**src/rtl/matmul_seq.sv**
```systemverilog
// matmul_seq: computes C = A x B for two N x N unsigned matrices held in a
// latency-modelled memory. One read is in flight at a time over the memory's
// init/busy handshake. Dot products are accumulated operand by operand, and
// each C element is streamed out row-major on a valid/ready port.
module matmul_seq #(
    parameter int DATA_WIDTH = 8,
    parameter int ADDR_WIDTH = 8,
    parameter int N          = 4,
    parameter int A_BASE     = 0,
    parameter int B_BASE     = 16,
    parameter int ACC_WIDTH  = 2*DATA_WIDTH + $clog2(N),
    localparam int IW        = (N > 1) ? $clog2(N) : 1
) (
    input  logic                  clk,
    input  logic                  rst,
    input  logic                  start,
    output logic                  busy_o,
    output logic                  done,
    output logic                  mem_init,
    output logic                  mem_wr,
    output logic [ADDR_WIDTH-1:0] mem_addr,
    input  logic [DATA_WIDTH-1:0] mem_rdata,
    input  logic                  mem_busy,
    output logic                  c_valid,
    input  logic                  c_ready,
    output logic [ACC_WIDTH-1:0]  c_data,
    output logic [IW-1:0]         c_row,
    output logic [IW-1:0]         c_col
);

    typedef enum logic [2:0] {
        S_IDLE,
        S_REQ_A,
        S_WAIT_A,
        S_REQ_B,
        S_WAIT_B,
        S_EMIT,
        S_DONE
    } state_t;

    localparam logic [IW-1:0] LAST = IW'(N - 1);

    state_t                  state;
    logic [IW-1:0]           i_reg;
    logic [IW-1:0]           j_reg;
    logic [IW-1:0]           k_reg;
    logic [ACC_WIDTH-1:0]    acc_reg;
    logic [DATA_WIDTH-1:0]   a_reg;
    logic                    busy_q;

    logic                    mem_fall;
    logic [2*DATA_WIDTH-1:0] prod;
    logic [ACC_WIDTH-1:0]    acc_sum;
    logic [IW-1:0]           k_inc;
    logic                    j_wrap;
    logic [IW-1:0]           j_next;
    logic [IW-1:0]           i_next;
    logic [ADDR_WIDTH-1:0]   addr_a_k_next;
    logic [ADDR_WIDTH-1:0]   addr_a_row_next;
    logic [ADDR_WIDTH-1:0]   addr_b;

    // Row-major word address; all arithmetic is done at ADDR_WIDTH so the
    // sum wraps modulo 2^ADDR_WIDTH.
    function automatic logic [ADDR_WIDTH-1:0] addr_of(
        input int            base,
        input logic [IW-1:0] row,
        input logic [IW-1:0] col
    );
        return ADDR_WIDTH'(base) + ADDR_WIDTH'(row) * ADDR_WIDTH'(N) + ADDR_WIDTH'(col);
    endfunction

    // This block never writes the memory.
    assign mem_wr = 1'b0;

    // Index, address and accumulator arithmetic feeding the sequencer.
    always_comb begin
        // The memory has finished a read when busy drops after having been high.
        mem_fall        = busy_q && !mem_busy;
        // Full-width product: both operands zero-extended before multiplying.
        prod            = {{DATA_WIDTH{1'b0}}, a_reg} * {{DATA_WIDTH{1'b0}}, mem_rdata};
        acc_sum         = acc_reg + ACC_WIDTH'(prod);
        k_inc           = k_reg + 1'b1;
        j_wrap          = (j_reg == LAST);
        j_next          = j_wrap ? '0 : j_reg + 1'b1;
        i_next          = j_wrap ? i_reg + 1'b1 : i_reg;
        addr_a_k_next   = addr_of(A_BASE, i_reg, k_inc);
        addr_a_row_next = addr_of(A_BASE, i_next, '0);
        addr_b          = addr_of(B_BASE, k_reg, j_reg);
    end

    // Sequencer: issues reads, accumulates, emits C elements; all outputs registered.
    always_ff @(posedge clk or negedge rst) begin
        if (!rst) begin
            state    <= S_IDLE;
            i_reg    <= '0;
            j_reg    <= '0;
            k_reg    <= '0;
            acc_reg  <= '0;
            a_reg    <= '0;
            busy_q   <= 1'b0;
            busy_o   <= 1'b0;
            done     <= 1'b0;
            mem_init <= 1'b0;
            mem_addr <= '0;
            c_valid  <= 1'b0;
            c_data   <= '0;
            c_row    <= '0;
            c_col    <= '0;
        end else begin
            // Single-cycle pulses default low.
            mem_init <= 1'b0;
            done     <= 1'b0;
            case (state)
                S_IDLE: begin
                    busy_q <= 1'b0;
                    if (start) begin
                        i_reg    <= '0;
                        j_reg    <= '0;
                        k_reg    <= '0;
                        acc_reg  <= '0;
                        busy_o   <= 1'b1;
                        mem_init <= 1'b1;
                        mem_addr <= addr_of(A_BASE, '0, '0);
                        state    <= S_REQ_A;
                    end
                end
                S_REQ_A: begin
                    // Clearing here keeps a stale fall from the previous read
                    // from being seen in the coming wait.
                    busy_q <= 1'b0;
                    state  <= S_WAIT_A;
                end
                S_WAIT_A: begin
                    busy_q <= mem_busy;
                    if (mem_fall) begin
                        a_reg    <= mem_rdata;
                        mem_init <= 1'b1;
                        mem_addr <= addr_b;
                        state    <= S_REQ_B;
                    end
                end
                S_REQ_B: begin
                    busy_q <= 1'b0;
                    state  <= S_WAIT_B;
                end
                S_WAIT_B: begin
                    busy_q <= mem_busy;
                    if (mem_fall) begin
                        acc_reg <= acc_sum;
                        if (k_reg == LAST) begin
                            c_valid <= 1'b1;
                            c_data  <= acc_sum;
                            c_row   <= i_reg;
                            c_col   <= j_reg;
                            state   <= S_EMIT;
                        end else begin
                            k_reg    <= k_inc;
                            mem_init <= 1'b1;
                            mem_addr <= addr_a_k_next;
                            state    <= S_REQ_A;
                        end
                    end
                end
                S_EMIT: begin
                    // Outputs hold until the consumer takes the element.
                    if (c_ready) begin
                        c_valid <= 1'b0;
                        acc_reg <= '0;
                        k_reg   <= '0;
                        j_reg   <= j_next;
                        i_reg   <= i_next;
                        if (j_wrap && (i_reg == LAST)) begin
                            done  <= 1'b1;
                            state <= S_DONE;
                        end else begin
                            mem_init <= 1'b1;
                            mem_addr <= addr_a_row_next;
                            state    <= S_REQ_A;
                        end
                    end
                end
                S_DONE: begin
                    busy_o <= 1'b0;
                    state  <= S_IDLE;
                end
                default: begin
                    state <= S_IDLE;
                end
            endcase
        end
    end

endmodule
```
**config.mk**
```make
export PLATFORM = sky130hd
export DESIGN_NAME = matmul_seq
export DESIGN_NICKNAME = d
export VERILOG_FILES = /design/src/rtl/matmul_seq.sv
export SDC_FILE = /design/constraint.sdc
export NUM_CORES = 1
export LEC_CHECK = 0
export ABC_AREA = 1
export CAP_MARGIN = 10
export CELL_PAD_IN_SITES_DETAIL_PLACEMENT = 0
export CELL_PAD_IN_SITES_GLOBAL_PLACEMENT = 1
export CORE_MARGIN = 4
export CORE_UTILIZATION = 49
export CTS_BUF_LIST = sky130_fd_sc_hd__clkbuf_2 sky130_fd_sc_hd__clkbuf_4 sky130_fd_sc_hd__clkbuf_8
export CTS_CLUSTER_DIAMETER = 60
export CTS_CLUSTER_SIZE = 8
export DETAILED_ROUTE_END_ITERATION = 8
export PLACE_DENSITY_LB_ADDON = 0.1
export SLEW_MARGIN = 20
export SYNTH_ARGS = -nofsm -noshare
export SYNTH_HDL_FRONTEND = slang
export SYNTH_SLANG_ARGS = --single-unit
```
**constraint.sdc**
```tcl
create_clock -name clk -period 6.7 [get_ports clk]
set_input_delay 1.675 -clock clk [delete_from_list [all_inputs] [get_ports clk]]
set_output_delay 1.675 -clock clk [all_outputs]
set_load 0.02 [all_outputs]
```
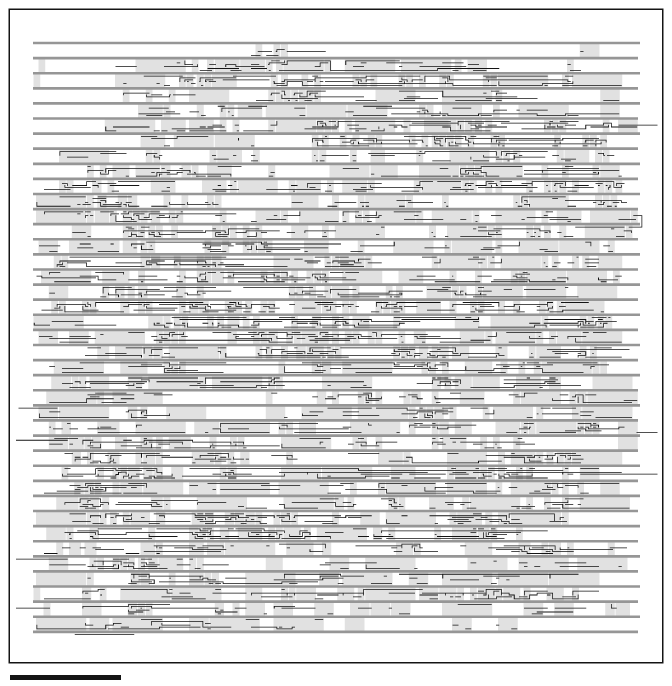
Run 1: metal 1
Bar = 20 um. Supply wires on this layer in grey. Cells faint in the background.
share of all routed wire: 46%
wire length on this layer: 6020 um
main direction: horizontal
nets with wire on the layer: 852
detailed-route via count: 4538
grt met1 use: 27.3%
final WL: 13100 um

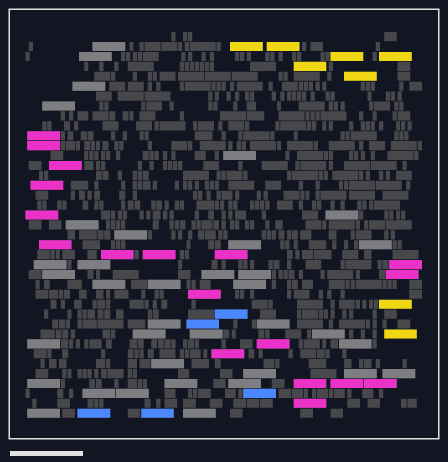
Run 1: where the registers sit
Bar = 20 um. Other sequential cells in the stronger grey, the rest of the logic in the fainter grey.
legend:
  a_reg:
    colour: yellow
    sequential_cells: 8
  mem_addr:
    colour: blue
    sequential_cells: 5
    where: bottom middle
  c_data:
    colour: magenta
    sequential_cells: 18
not coloured: 36
Layout Utilization: 56.5%
Seq. cell area: 1680 sq um

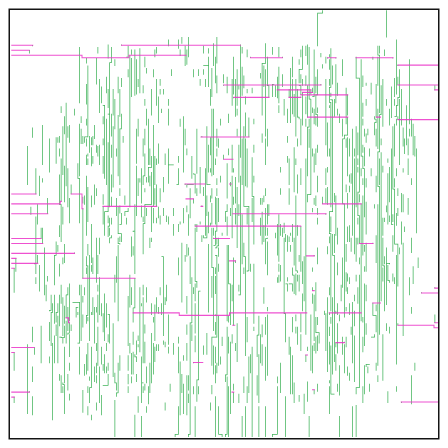
Run 1: metal layers overlaid
Two of the layers only.
legend:
  metal 3:
    colour: magenta
    wire_length: 541 um
  metal 2:
    colour: green
    wire_length: 6290 um
wire length per cell: 13.9 um
Tot GR Track Use: 20.4%

==> run 1: metal layers <==
| metal | GRT usage [%] | part of all wire, % |
|---|---|---|
| met5 | 0 | 0 |
| met4 | 6.23 | 2.0 |
| met1 | 27.3 | 46 |
| met2 | 33.4 | 48 |
| met3 | 4.61 | 4.1 |
==> run 1: layout make-up <==
cell class                 instances  area (sq um)  area share [%]
sequential                        67          1680            25.7
multi-input combinational        475          3310            50.7
clock inverter                     3          23.8           0.364
timing repair buffer              44           433            6.62
clock buffer                      12           159            2.43
tap                              143           179            2.74
inverter                         198           753            11.5
==> run 1: critical path: cells and delay by family <==
family	cells	cell delay, ps
fa+ha+maj	5	2540
buf+inv	4	830
simple gates	10	990
==> run 1: per-stage QoR <==
stage | instance area [sq um] | util, % | hold WS (ps) | cells | setup slack [ps]
after global routing | 6540 | 56.5 | 499 | 942 | 708
after global placement | 6350 | 54.9 | 466 | 927 | 569
after detailed placement | 6350 | 54.9 | 468 | 927 | 576
after CTS | 6540 | 56.5 | 487 | 942 | 944
final | 6540 | 56.5 | 482 | 942 | 903
after floorplan | 5880 | - | 449 | 765 | 1390
==> run 1: final timing paths <==
check,end,cells after the start
worst min register to register,acc_reg[13]$_DFFE_PN0P_,2
max in group asynchronous,a_reg[3]$_DFFE_PN0P_,2
worst max-delay path,c_data[16]$_DFFE_PN0P_,19
worst min-delay path,acc_reg[13]$_DFFE_PN0P_,2
worst max register to register,c_data[16]$_DFFE_PN0P_,18
min in group asynchronous,acc_reg[4]$_DFFE_PN0P_,2
==> run 1: cell usage after synthesis (2+ instances only) <==
cell type	instances
nand2_4	2
o21ai_2	9
inv_1	190
xor2_1	3
a21oi_1	12
dfrtp_1	67
nor2_1	20
fa_1	50
buf_6	4
nand3_1	29
xnor2_1	5
ha_1	43
nor2_4	3
nor2_8	2
o21ai_0	17
inv_2	5
nand2_1	238
nand4_1	3
nand3b_1	3
o21ai_1	9
clkbuf_1	16
inv_4	2
buf_4	5
o22ai_1	8
nand2_2	6
==> run 1: layout by cell type (no fill, tap or decap), types with 2 or more instances in the layout <==
cell             synthesis  layout
nand2_1                238     238
inv_2                    5       5
o21ai_2                  9       9
o21ai_1                  9       9
dfrtp_1                 67      67
xnor2_1                  5       5
conb_1                   1       4
clkdlybuf4s50_1          0      42
nor2_1                  20      20
nand3b_1                 3       3
inv_4                    2       2
clkinv_4                 1       2
o21ai_0                 17      17
clkinvlp_4               0       2
a21oi_1                 12      12
fa_1                    50      50
o22ai_1                  8       8
nor2_8                   2       2
nand3_1                 29      29
xor2_1                   3       3
ha_1                    43      43
inv_1                  190     190
clkbuf_8                 0      11
nand2_2                  6       6
nand2_4                  2       2
nand4_1                  3       3
nor2_4                   3       3
==> flow_metrics.tcl, run 1 <==
# place-and-route summary
set metrics [dict create \
    status "completed" \
    edf_count 0 \
    clkLatencyLatePin_ps 370 \
    ys_sh_aoi_pct 5.97 \
    fill_cells 1148 \
    rsz0062_at_grt "no" \
    gr-total-overflow 0 \
    grt_max_degree 68 \
    cts_hold_buffers 0 \
    clock_skew_ps 14.7 \
    drv_cap 0 \
    synthCells 762 \
    hold_violations 0 \
    synthFlopType "dfrtp_1" \
    cts_made_buffers 9 \
    cp-end-kind "flop" \
    cp-start-kind "primary input" \
    port_buffers 43 \
    ctsResizeCount 0 \
    hpwl_um 10300 \
    synthMuxAreaShare_pct 0 \
    cp.required_ps 6950 \
    cp_max_fo 9 \
    path_cells "clkdlybuf4s50_1 -> nand2_1 -> fa_1 -> fa_1 -> inv_1 -> fa_1 -> inv_1 -> fa_1 -> inv_1 -> ha_1 -> nand2_1 -> nor2_1 -> nand2_1 -> nand3_1 -> nand2_1 -> nand2_1 -> nand2_1 -> nand3_1 -> nand2_1" \
    critPathMaxStageDelay_ps 680 \
    antenna_found_initial 0 \
    min_from "acc_reg[13]$_DFFE_PN0P_" \
    cts_root_buffer "clkbuf_8" \
    coreArea_sq_um 11600 \
    routabilityCongestion 0.933 \
    via_per_inst 4.82 \
    reg2reg_from "a_reg[0]$_DFFE_PN0P_" \
    finalCriticalPeriod_ps 5800 \
    warnings 26 \
    adder_share_pct 26.2 \
    die_y_um 117 \
    std_cell_rows 39 \
    clk_pin_slew_ps 70 \
    yosysWarnings 0 \
    logic_family "adder cells" \
    die_w_um 117 \
    fmax_mhz 173 \
    top_area_share_pct 28.6 \
    drive_above_1_share_pct 6.38 \
    crit_type "primary input to flop" \
    die_area_sq_um 13800 \
    grt_pass1_wl_um 22800 \
    synth_flops 67 \
    yosysSeqAreaShare_pct 28.6 \
    syn_area_per_cell_sq_um 7.71 \
    antenna_cells 0 \
    top_cells_by_area "dfrtp_1 29%, fa_1 17%, nand2_1 15%, inv_1 12%, ha_1 9.2%" \
    worstHoldPathType "flop to flop" \
    setup_violations 0 \
    synth_top_cell_by_area "dfrtp_1" \
    yosys_area_sq_um 5870 \
    cts.path.max_buffers 2 \
]
## Run 2: what changed since run 1
- HOLD_SLACK_MARGIN: unset -> 0.06
- SKIP_LAST_GASP: unset -> 1
- SLEW_MARGIN: 20 -> 15
==> run 2 against run 1 <==
Compared with the run above:
- synthesized area did not move
- register-to-register slack barely moved
- final cell count did not move
- clock skew did not move
- routed wire length did not move
- die area did not move
- critical path depth did not move
- via count did not move
==> flow_metrics.tcl, run 2 <==
# place-and-route summary
set metrics [dict create \
    status "completed" \
    fin_setup_tns_ps 0 \
    warnings 26 \
    yosysMostFrequentCell "nand2_1" \
    via_per_inst 4.82 \
    finalMaxSlewViolations 0 \
    cp-end-kind "flop" \
    finalCriticalPeriod_ps 5800 \
    routabilityCongestion 0.933 \
    async_reset_ff_share_pct 100 \
    cp-start-kind "primary input" \
    cp_max_fo 9 \
    yosysWarnings 0 \
    die_y_um 117 \
    antenna_left 0 \
    std_cell_rows 39 \
    hpwl_um 10300 \
    critPathMaxStageDelay_ps 680 \
    grt_pass1_wl_um 22800 \
    wl_per_cell_um 13.9 \
    post_cts_buffers 0 \
    dpl_cell_area_sq_um 6350 \
    synth_flops 67 \
    vias 4538 \
    cts_root_buffer "clkbuf_8" \
    fmax_mhz 173 \
    num-nets-final 901 \
    cts_hold_buffers 0 \
    grt_util_all_layers_pct 20.4 \
    critical-path-top-delay-family "adder cells" \
    yosysSeqAreaShare_pct 28.6 \
    clock_skew_ps 14.7 \
    simple_gate_area_share_pct 22.8 \
    die_area_sq_um 13800 \
    worstHoldPathType "flop to flop" \
    crit_buf_inv 4 \
    tightestPinTransition_ps 897 \
    ctsHtreeMaxLevel 3 \
    layout.cells.non_filler 942 \
    synthCells 762 \
    edf_count 0 \
    gr-total-overflow 0 \
    cts.path.max_buffers 2 \
    top_cells_by_area "dfrtp_1 29%, fa_1 17%, nand2_1 15%, inv_1 12%, ha_1 9.2%" \
    clk_pin_slew_ps 70 \
    path_cells "clkdlybuf4s50_1 -> nand2_1 -> fa_1 -> fa_1 -> inv_1 -> fa_1 -> inv_1 -> fa_1 -> inv_1 -> ha_1 -> nand2_1 -> nor2_1 -> nand2_1 -> nand3_1 -> nand2_1 -> nand2_1 -> nand2_1 -> nand3_1 -> nand2_1" \
    synth_top_cell_by_area "dfrtp_1" \
    setup_violations 0 \
    adder_share_pct 26.2 \
    yosys-top-cells-count "238 x nand2_1, 190 x inv_1, 67 x dfrtp_1, 50 x fa_1, 43 x ha_1" \
    antenna_cells 0 \
    fill_cells 1148 \
    synthMuxAreaShare_pct 0 \
    cpMostUsedCell "nand2_1" \
    ys_types 36 \
    ctsResizeCount 0 \
    drt-initial-drc-count 262 \
    drt_wl_total_um 13100 \
    coreArea_sq_um 11600 \
    final_cell_mix "238 x nand2_1, 190 x inv_1, 67 x dfrtp_1" \
    yosys_area_sq_um 5870 \
    hold_violations 0 \
    cp.required_ps 6950 \
    syn_area_per_cell_sq_um 7.71 \
    antenna_found_initial 0 \
    ys_sh_xor_pct 1.19 \
    logic_family "adder cells" \
    dp_cells 927 \
    fin_area_sq_um 6540 \
    grt_max_degree 68 \
    io_pins 48 \
    top_area_share_pct 28.6 \
    ys_sh_aoi_pct 5.97 \
    drive_above_1_share_pct 6.38 \
    die_w_um 117 \
    rsz0062_at_grt "no" \
    layout_top_cell "nand2_1" \
    numClockSinks 67 \
    crit_type "primary input to flop" \
    clkLatencyLatePin_ps 370 \
    cts_made_buffers 9 \
    synthFlopType "dfrtp_1" \
    drv_cap 0 \
    ys_cells 762 \
    port_buffers 43 \
]
[run 2: final cells by class]
class | instances | area [sq um] | share of cell area, %
clock buffers | 12 | 159 | 2.43
multi-input cells | 475 | 3310 | 50.7
flip-flops and latches | 67 | 1680 | 25.7
clock inverters | 3 | 23.8 | 0.364
repair buffers | 44 | 433 | 6.62
inverters | 198 | 753 | 11.5
well taps | 143 | 179 | 2.74
[run 2: metrics by stage]
step | hold WS, ps | setup slack (ps) | util [%]
5_1_grt | 499 | 708 | 56.5
4_1_cts | 487 | 944 | 56.5
6_report | 482 | 903 | 56.5
2_1_floorplan | 449 | 1390 | -
3_5_place_dp | 468 | 576 | 54.9
3_3_place_gp | 466 | 569 | 54.9
[run 2: path summary, 6_finish.rpt]
| check | end | slack, ps | depth (start not counted) | from |
|---|---|---|---|---|
| setup / recovery | c_data[16]$_DFFE_PN0P_ | 900 | 19 | mem_rdata[7] |
| hold / removal | acc_reg[13]$_DFFE_PN0P_ | 480 | 2 | acc_reg[13]$_DFFE_PN0P_ |
| setup reg to reg | c_data[16]$_DFFE_PN0P_ | 2340 | 18 | a_reg[0]$_DFFE_PN0P_ |
| hold reg to reg | acc_reg[13]$_DFFE_PN0P_ | 480 | 2 | acc_reg[13]$_DFFE_PN0P_ |
| max in group asynchronous | a_reg[3]$_DFFE_PN0P_ | 4600 | 2 | rst |
| min in group asynchronous | acc_reg[4]$_DFFE_PN0P_ | 1520 | 2 | rst |
[run 2: metal layers]
metal	routed length (um)	vias to the layer above	GRT usage (%)
met1	6020	2140	27.3
met2	6290	85	33.4
met4	261	0	6.23
li1	-	2293	-
met5	0	-	0
met3	541	20	4.61
[run 2: worst min-delay path: stages (launching register included)]
cell and delay, ps:
dfrtp_1 350, nand2_1 50, nand2_1 50
[run 2: cell families after synthesis]
kind of cell             count (synthesis)
flip-flops                              67
AND-OR/OR-AND                           59
AND/OR/NAND/NOR                        311
buffers and inverters                  223
adder cells (fa/ha/maj)                 93
XOR/XNOR                                 8
other                                    1
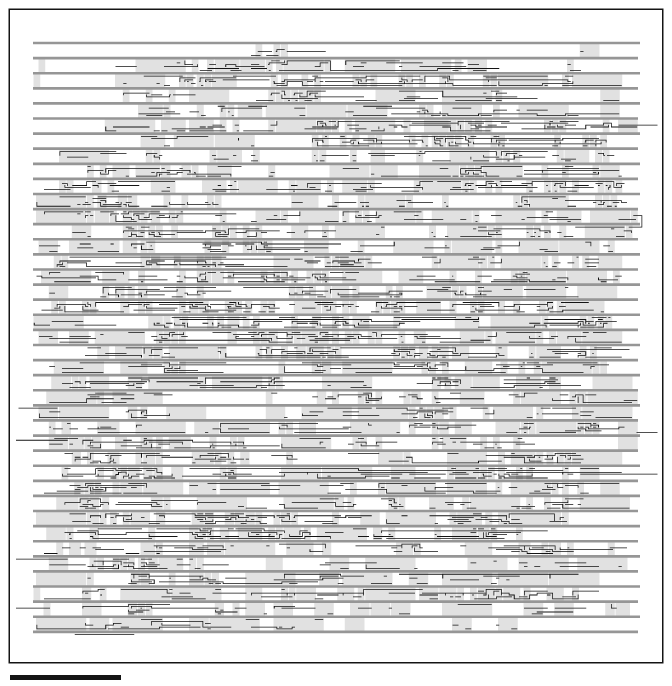
Run 2: metal 1
Bar = 20 um. Supply wires on this layer in grey. Cells faint in the background.
nets with wire on the layer: 852
main direction: horizontal

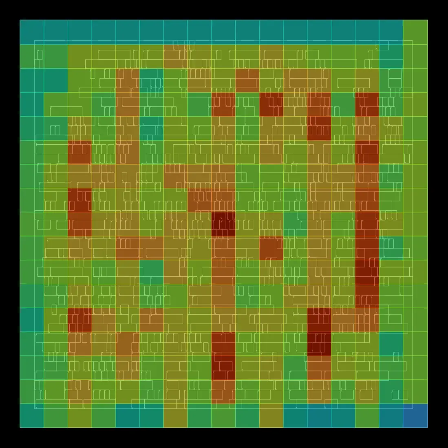
Run 2: routing congestion
GR peak layer: met2
met3 global-route usage: 4.61%
GRT met2 Usage: 33.4%

